==> run_1/met1.png <==
Scale bar: 20 um. Supply wires on this layer in gray.
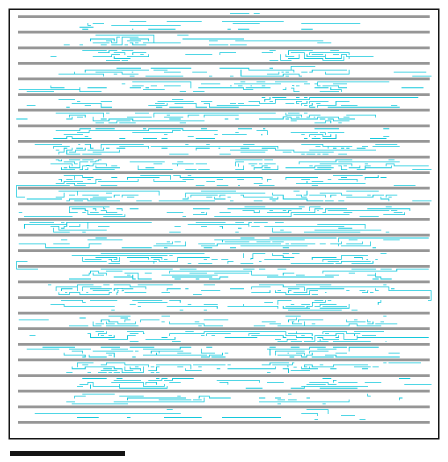
==> run_1/final_congestion.png <==
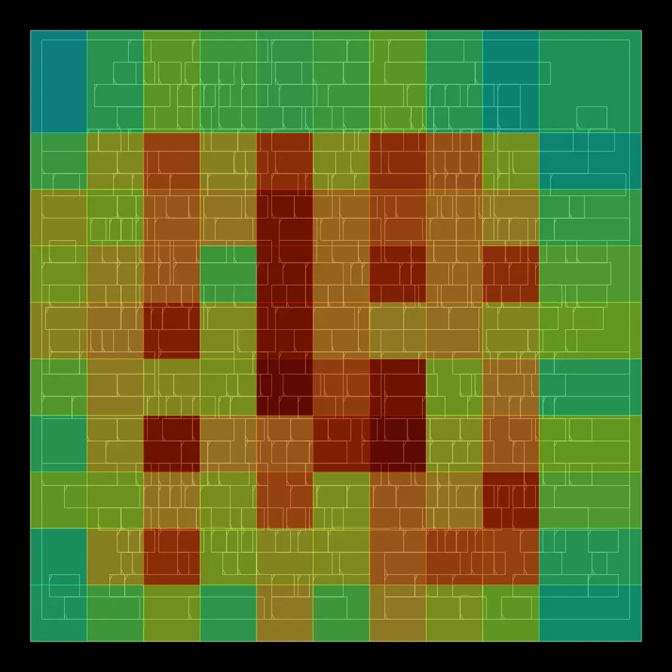
==> run_1/met4.png <==
Supply wires on this layer in gray.
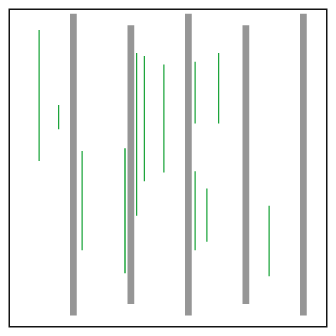
<file path="config.mk">
export PLATFORM = sky130hd
export DESIGN_NAME = filt_n
export DESIGN_NICKNAME = d
export VERILOG_FILES = /design/src/rtl/filt_n.sv
export SDC_FILE = /design/constraint.sdc
export NUM_CORES = 1
export LEC_CHECK = 0
export CORE_UTILIZATION = 58
export DETAILED_ROUTE_END_ITERATION = 8
export PLACE_DENSITY = 0.8
export REMOVE_ABC_BUFFERS = 1
export SLEW_MARGIN = 20
export SYNTH_ARGS = -nofsm -noshare
export SYNTH_HDL_FRONTEND = slang
export SYNTH_SLANG_ARGS = --single-unit
</file>
<file path="constraint.sdc">
create_clock -name clk -period 2.6 [get_ports clk]
set_input_delay 0.52 -clock clk [delete_from_list [all_inputs] [get_ports clk]]
set_output_delay 0.52 -clock clk [all_outputs]
set_load 0.005 [all_outputs]
</file>
<file path="src/rtl/filt_n.sv">
// filt_n: multi-channel glitch filter with hysteresis.
// Each channel's output changes only after the (optionally synchronised)
// input has held the opposite level for a run-time programmable number of
// consecutive clocks. Rise and fall lengths are independent. Bypass mode
// passes the synchronised input straight through.
module filt_n #(
    parameter int unsigned CH          = 4,
    parameter int unsigned CNT_W       = 4,
    parameter int unsigned SYNC_STAGES = 2
) (
    input  logic             clk,
    input  logic             rst_n,
    input  logic             byp,
    input  logic [CNT_W-1:0] rise_len,
    input  logic [CNT_W-1:0] fall_len,
    input  logic [CH-1:0]    i,
    output logic [CH-1:0]    y,
    output logic [CH-1:0]    rise,
    output logic [CH-1:0]    fall
);

    localparam int unsigned CW1 = CNT_W + 1;

    typedef enum logic [1:0] {
        LO    = 2'd0,
        LO2HI = 2'd1,
        HI    = 2'd2,
        HI2LO = 2'd3
    } state_t;

    logic [CH-1:0]    s;
    logic [CNT_W-1:0] thr_r;
    logic [CNT_W-1:0] thr_f;

    state_t           state_q [CH];
    state_t           state_d [CH];
    logic [CNT_W-1:0] cnt_q   [CH];
    logic [CNT_W-1:0] cnt_d   [CH];
    logic [CH-1:0]    y_d;
    logic [CH-1:0]    rise_d;
    logic [CH-1:0]    fall_d;

    generate
        if (SYNC_STAGES == 0) begin : g_nosync
            assign s = i;
        end else begin : g_sync
            logic [CH-1:0] sync_q [SYNC_STAGES];

            // Input synchroniser shift chain, one per channel bit
            always_ff @(posedge clk or negedge rst_n) begin
                if (!rst_n) begin
                    for (int unsigned k = 0; k < SYNC_STAGES; k++) begin
                        sync_q[k] <= '0;
                    end
                end else begin
                    sync_q[0] <= i;
                    for (int unsigned k = 1; k < SYNC_STAGES; k++) begin
                        sync_q[k] <= sync_q[k-1];
                    end
                end
            end

            assign s = sync_q[SYNC_STAGES-1];
        end
    endgenerate

    // A length of zero behaves as one
    assign thr_r = (rise_len == '0) ? CNT_W'(1) : rise_len;
    assign thr_f = (fall_len == '0) ? CNT_W'(1) : fall_len;

    // True when one more matching sample reaches the threshold; widened so cnt+1 cannot wrap
    function automatic logic reached(input logic [CNT_W-1:0] cnt, input logic [CNT_W-1:0] thr);
        return (CW1'(cnt) + CW1'(1)) >= CW1'(thr);
    endfunction

    // Per-channel next-state, counter and output decode
    always_comb begin
        for (int unsigned c = 0; c < CH; c++) begin
            state_d[c] = state_q[c];
            cnt_d[c]   = cnt_q[c];
            y_d[c]     = y[c];
            rise_d[c]  = 1'b0;
            fall_d[c]  = 1'b0;

            if (byp) begin
                state_d[c] = s[c] ? HI : LO;
                cnt_d[c]   = '0;
                y_d[c]     = s[c];
                rise_d[c]  = s[c] & ~y[c];
                fall_d[c]  = ~s[c] & y[c];
            end else begin
                case (state_q[c])
                    LO: begin
                        if (s[c]) begin
                            if (thr_r == CNT_W'(1)) begin
                                state_d[c] = HI;
                                cnt_d[c]   = '0;
                                y_d[c]     = 1'b1;
                                rise_d[c]  = 1'b1;
                            end else begin
                                state_d[c] = LO2HI;
                                cnt_d[c]   = CNT_W'(1);
                            end
                        end
                    end
                    LO2HI: begin
                        if (s[c]) begin
                            if (reached(cnt_q[c], thr_r)) begin
                                state_d[c] = HI;
                                cnt_d[c]   = '0;
                                y_d[c]     = 1'b1;
                                rise_d[c]  = 1'b1;
                            end else begin
                                cnt_d[c] = cnt_q[c] + CNT_W'(1);
                            end
                        end else begin
                            state_d[c] = LO;
                            cnt_d[c]   = '0;
                        end
                    end
                    HI: begin
                        if (!s[c]) begin
                            if (thr_f == CNT_W'(1)) begin
                                state_d[c] = LO;
                                cnt_d[c]   = '0;
                                y_d[c]     = 1'b0;
                                fall_d[c]  = 1'b1;
                            end else begin
                                state_d[c] = HI2LO;
                                cnt_d[c]   = CNT_W'(1);
                            end
                        end
                    end
                    HI2LO: begin
                        if (!s[c]) begin
                            if (reached(cnt_q[c], thr_f)) begin
                                state_d[c] = LO;
                                cnt_d[c]   = '0;
                                y_d[c]     = 1'b0;
                                fall_d[c]  = 1'b1;
                            end else begin
                                cnt_d[c] = cnt_q[c] + CNT_W'(1);
                            end
                        end else begin
                            state_d[c] = HI;
                            cnt_d[c]   = '0;
                        end
                    end
                    default: begin
                        state_d[c] = LO;
                        cnt_d[c]   = '0;
                        y_d[c]     = 1'b0;
                    end
                endcase
            end
        end
    end

    // State, counter and registered outputs
    always_ff @(posedge clk or negedge rst_n) begin
        if (!rst_n) begin
            for (int unsigned c = 0; c < CH; c++) begin
                state_q[c] <= LO;
                cnt_q[c]   <= '0;
            end
            y    <= '0;
            rise <= '0;
            fall <= '0;
        end else begin
            for (int unsigned c = 0; c < CH; c++) begin
                state_q[c] <= state_d[c];
                cnt_q[c]   <= cnt_d[c];
            end
            y    <= y_d;
            rise <= rise_d;
            fall <= fall_d;
        end
    end

endmodule

</file>
==> ci_impl_report.md, run 1 <==
## Implementation flow summary

| Metric | Value |
|---|---|
| Global route overflow | 0 |
| Crit Path Category | input port to flip-flop |
| Clock transition at path regs | 0.09 ns |
| Post-CTS Setup Inserts | 0 |
| Endpoints failing hold | 0 |
| Seq share, synth | 36.0% |
| Register bit total from synthesis | 44 |
| Largest cell class | combinational gates |
| Tool Warnings | 26 |
| Routed len/inst | 16.2 um |
| Post-synth ARST share | 100% |
| CTS Sinks | about 44 |
| Post-cts hold buffer count | 0 |
| Sequential power share | roughly 41% |
| F_max | 0.390 GHz |
| Max Cap Viol | 0 |
| Site Rows | 26 |
| Final ANT Viol Nets | 0 |
| Status | finished, final reports clean |
| Well Taps | 70 |
| Filler instances | 382 |
| Combinational Power | 0.677 mW |
| PD cells | 550 nW/um^2 |
| Clock network area share | 3.21% |
| H-tree Lvls | 2 |
| Largest area contributor in the netlist | dfrtp_1 |
| Worst Path Arrival | 2.75 ns |
| Critical Path RT | 2.78 ns |
| Final core utilization | 74.6% |
| Vias | around 2800 |
| Post-layout min period | 2.56 ns |
| Final Setup Violations | 0 |
| Clock Path Buffers | 2 |
| Final Max Slew Viols | 0 |
| Register area | 1100 um^2 |
| EDFF count, synth | 0 |
| Clk pwr share | 26.8% |
| Post-DP HPWL | 5.48 mm |
| Startpoint types | input port |
| RePlAce Congestion | between 0.8 and 0.9 |
| P&R area growth vs syn | 23.8% |
| Highest Signal Layer | met4 |
| Top-area cell share | between 30 and 40% |
| Vias per std cell | 6.11 |
| Reg2reg start | cnt_q[0] |
| Mi-comb count | 267 |
| Vias in the first global route | 2648 |
| Seq. pwr | ~0.85 mW |
| DRC Markers | 0 |
| Yosys chip area | roughly 3000 um^2 |
| Crit. End Element | flip-flop |
| M1 wire length | 3.14 mm |
| GR Util met3 | 6.50% |
| NumNets Final | 439 |
| Yosys warns | 0 |
| CP max FO | 3 |
| Pleak | around 1.8 nW |
| Final Power | 2.08 mW |
| Buffer share of cell area | between 10 and 15% |
| M2 GR Usage | 47.5% |
| Net Sw Power | 0.681 mW |
| Largest cells by area after synthesis | dfrtp_1 (36%), ha_1 (13%), nand2_1 (4.3%), a21oi_1 (3.4%), nor2_1 (3.3%) |
| Combinational power share | 32.5% |
| Most frequent cells in the layout | dfrtp_1 (44), nand2_1 (35), ha_1 (32) |
| Total CTS buffers | 5 |
| Clock root cell | clkbuf_8 |
| Global-route wire length before repair | about 12 mm |
| TritonCTS clock tree | yes |
| Clock Power | about 0.56 mW |
| Slew HR | 62.3% |
| Count leader, synth | dfrtp_1 |
| CORE AREA | roughly 5100 um^2 |
| Inverter count | 20 |
| Post-Synthesis Cells | 341 |
| Top-Level Pins | 27 |
| Fraction of layout cells with a size suffix above 1 | 16.3% |
| Routed met3 length | 395 um |
| Internal power | 1.40 mW |
| Worst setup startpoint | rise_len[0] |
| Largest net degree at the start of global routing | 24 |
| Fp_density | 60.2% |
| Top cells by count, synth | dfrtp_1 (44), nand2_1 (35), ha_1 (32) |
| Comb area | approximately 1900 um^2 |
| Final WL | 7.51 mm |
| Met2 Routed Length | between 3 and 4 mm |
| Distinct cell type count after synthesis | 54 |
| Mapped cell area | 3060 um^2 |
Back to the opening pictures, met1.png:
share of all routed wire: 42%
main direction: horizontal
longest straight run: 25.3 um
wire length on this layer: 3140 um

Back to the opening pictures, final_congestion.png:
gr busiest metal: met2
M1 GR Usage: 36.1%
Overall Global Routing Usage: 28.8%

Back to the opening pictures, met4.png:
main direction: vertical
nets with wire on the layer: 12
wire length on this layer: 258 um

## run 1: metrics by stage
| step | cells | worst slack [ns] | setup TNS, ns | hold WS [ns] | instance area [um^2] |
|---|---|---|---|---|---|
| final | 463 | 0.0382 | 0 | 0.159 | 3780 |
| after global routing | 463 | -0.0200 | -0.0296 | 0.202 | 3780 |
| after CTS | 463 | 0.00342 | 0 | 0.189 | 3750 |
| after detailed placement | 455 | -0.552 | -15.29 | 0.336 | 3600 |
| after global placement | 455 | -0.473 | -12.83 | 0.332 | 3600 |
| after floorplan | 331 | -0.0768 | -0.0889 | 0.224 | 3020 |
## run 1: final timing paths
kind / endpoint / slack (ns) / cells after the start
min reg2reg: s[3] / 0.35 / 0
max reg2reg: y[3] / 0.13 / 9
min: state_q[5] / 0.16 / 1
max: y[3] / 0.04 / 10
max in group asynchronous: state_q[7] / 1.75 / 2
min in group clk: s[3] / 0.35 / 0
## run 1: repair_timing
item	in CTS	in global routing
resized	17	8
pin swaps	7	9
setup endpoints to repair	31	19
## run 1: cell families (layout without fill, tap and decap cells)
group	count (synthesis)	count (layout)	share of synthesized area, %
adders and majority gates	33	33	13.5
buffers and inverters	30	82	3.69
xor gates and xnor gates	5	5	1.43
DFF	44	44	36.0
muxes	2	2	0.655
and+or+nand+nor	132	132	22.5
AOI/OAI and AO/OA	95	95	22.2
## run 1: worst max-delay path, cell delays in order
cell	delay, ns
clkdlybuf4s50_1	0.40
or2_4	0.26
buf_6	0.12
ha_1	0.26
nand2b_1	0.14
a211o_1	0.29
a21oi_2	0.20
buf_4	0.15
a311oi_1	0.05
o32a_1	0.35
## run 1: sequential cells by signal, indices dropped and copies added, names as in the netlist
signal,count
cnt_q,16
fall,4
g_sync.sync_q,4
rise,4
s,4
state_q,8
y,4
==> run 2, diff against run 1 <==
--- a/config.mk
+++ b/config.mk
@@ -5,9 +5,8 @@
 export SDC_FILE = /design/constraint.sdc
 export NUM_CORES = 1
 export LEC_CHECK = 0
-export CORE_UTILIZATION = 58
+export CORE_UTILIZATION = 40
 export DETAILED_ROUTE_END_ITERATION = 8
-export PLACE_DENSITY = 0.8
 export REMOVE_ABC_BUFFERS = 1
 export SLEW_MARGIN = 20
 export SYNTH_ARGS = -nofsm -noshare
==> ci_impl_report.md, run 2 <==
## Implementation flow summary

| Metric | Value |
|---|---|
| Filler instances | 704 |
| Adder Area Share | 13.5% |
| Post-CTS Setup Inserts | 0 |
| CTS Sinks | 44 |
| Crit Path Category | input port to flip-flop |
| Delay-heaviest family, CP | simple AND/OR/NAND/NOR gates |
| Fraction of layout cells with a size suffix above 1 | 16.5% |
| Final WL | 7.37 mm |
| Critical Path RT | 2.81 ns |
| Worst setup startpoint | fall_len[3] |
| Register bit total from synthesis | between 40 and 50 |
| Largest cells by area after synthesis | dfrtp_1 (36%), ha_1 (13%), nand2_1 (4.3%), a21oi_1 (3.4%), nor2_1 (3.3%) |
| Clock root cell | clkbuf_8 |
| Pleak | 1.80 nW |
| Total CTS buffers | 5 |
| Overall Global Routing Usage | around 20% |
| Hold Slack | 0.171 ns |
| Final Setup Violations | 0 |
| Status | finished, final reports clean |
| Reg2reg start | cnt_q[13] |
| Seq share, synth | between 30% and 40% |
| Ao+oa area frac | 22.2% |
| Clock Power | between 0.4 and 0.5 mW |
| Combinational power share | between 30% and 40% |
| Endpoints failing hold | 0 |
| DP Cell Count | 486 |
| Slew HR | 64.6% |
| Clock transition at path regs | 0.08 ns |
| Site Rows | 31 |
| Count leader, synth | dfrtp_1 |
| Global route overflow | 0 |
| Seq. pwr | ~0.85 mW |
| CP Capture Point | cnt_q[8] |
| Yosys warns | 0 |
| Fp_density | 41.7% |
| Top flop regs | cnt_q x16, state_q x8 |
| Final ANT Viol Nets | 0 |
| CORE AREA | approximately 7300 um^2 |
| TritonCTS clock tree | yes |
| PD cells | between 500 and 600 nW/um^2 |
| Sequential power share | 43.2% |
| Top cells by count, synth | dfrtp_1 (44), nand2_1 (35), ha_1 (32) |
run 2: cell counts after synthesis:
Identical to the previous run, type by type.
run 2: final cells by class:
| cell class | count | area, um^2 | share of cell area [%] |
|---|---|---|---|
| inverter | 20 | 75.1 | 1.97 |
| tap | 99 | 124 | 3.26 |
| clock inverter | 2 | 10.0 | 0.263 |
| clock buffer | 6 | 82.6 | 2.17 |
| timing repair buffer | 56 | 483 | 12.7 |
| sequential | 44 | 1100 | 29.0 |
| multi-input combinational | 267 | 1930 | 50.7 |
run 2: per-stage QoR:
| stage | util, % | power [mW] | instance area, um^2 | TNS (ns) |
|---|---|---|---|---|
| after floorplan | - | 1.22 | 3020 | -0.0889 |
| after global placement | 49.4 | 1.48 | 3620 | -14.15 |
| after detailed placement | 49.4 | 1.49 | 3620 | -14.73 |
| after CTS | 51.0 | 1.96 | 3740 | 0 |
| after global routing | 51.9 | 2.11 | 3800 | 0 |
| final | 51.9 | 1.96 | 3800 | 0 |
run 2: what timing repair did:
| item | in CTS | in global routing |
|---|---|---|
| endpoints found under the setup margin | 31 | 21 |
| pin swaps | 8 | 8 |
| gates resized | 14 | 15 |
run 2: routing by layer:
| metal | GRT usage (%) | vias to the layer above | part of all wire, % | routed length (um) |
|---|---|---|---|---|
| li1 | - | 1357 | - | - |
| met1 | 27.0 | 1294 | 49 | 3630 |
| met2 | 32.7 | 48 | 47 | 3430 |
| met3 | 3.69 | 4 | 3.5 | 255 |
| met4 | 5.92 | 0 | 0.67 | 49 |
| met5 | 0 | - | 0 | 0 |
run 2: worst reg2reg max path, cell delays in order, from the launching register on:
cell and delay [ns]:
dfrtp_1 0.41, ha_1 0.26, xnor2_2 0.20, inv_1 0.06, ha_1 0.26, o21a_1 0.20, a2111oi_4 0.43, buf_4 0.19
nor3_1 0.05, o21ai_0 0.15, nand2_1 0.06
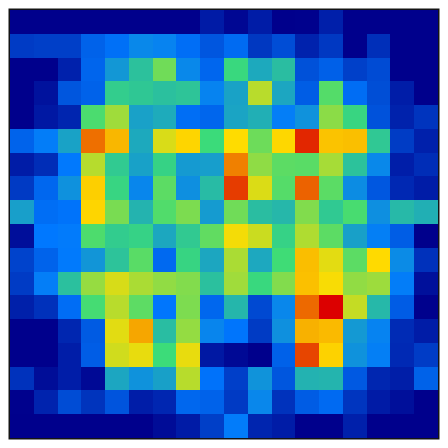
(run_2/wire_density.png)
The die is cut into 18 by 18 equal tiles; dark blue is low, red is high, scaled to the fullest tile. Values are wire area over tile area, all layers added.
nearly empty tiles: 14%
densest ninth of the die: center
mean over tiles: 0.14

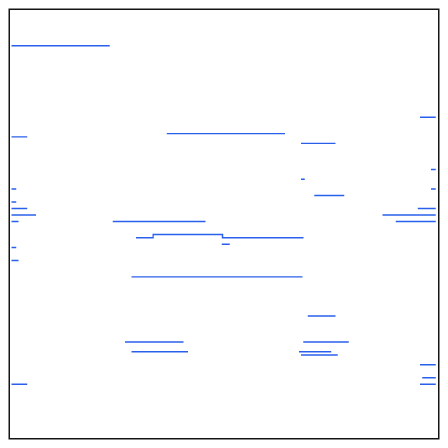
(run_2/met3.png)
share of all routed wire: 3.5%
longest straight run: 35.4 um

Power and IR drop assume default switching activity.
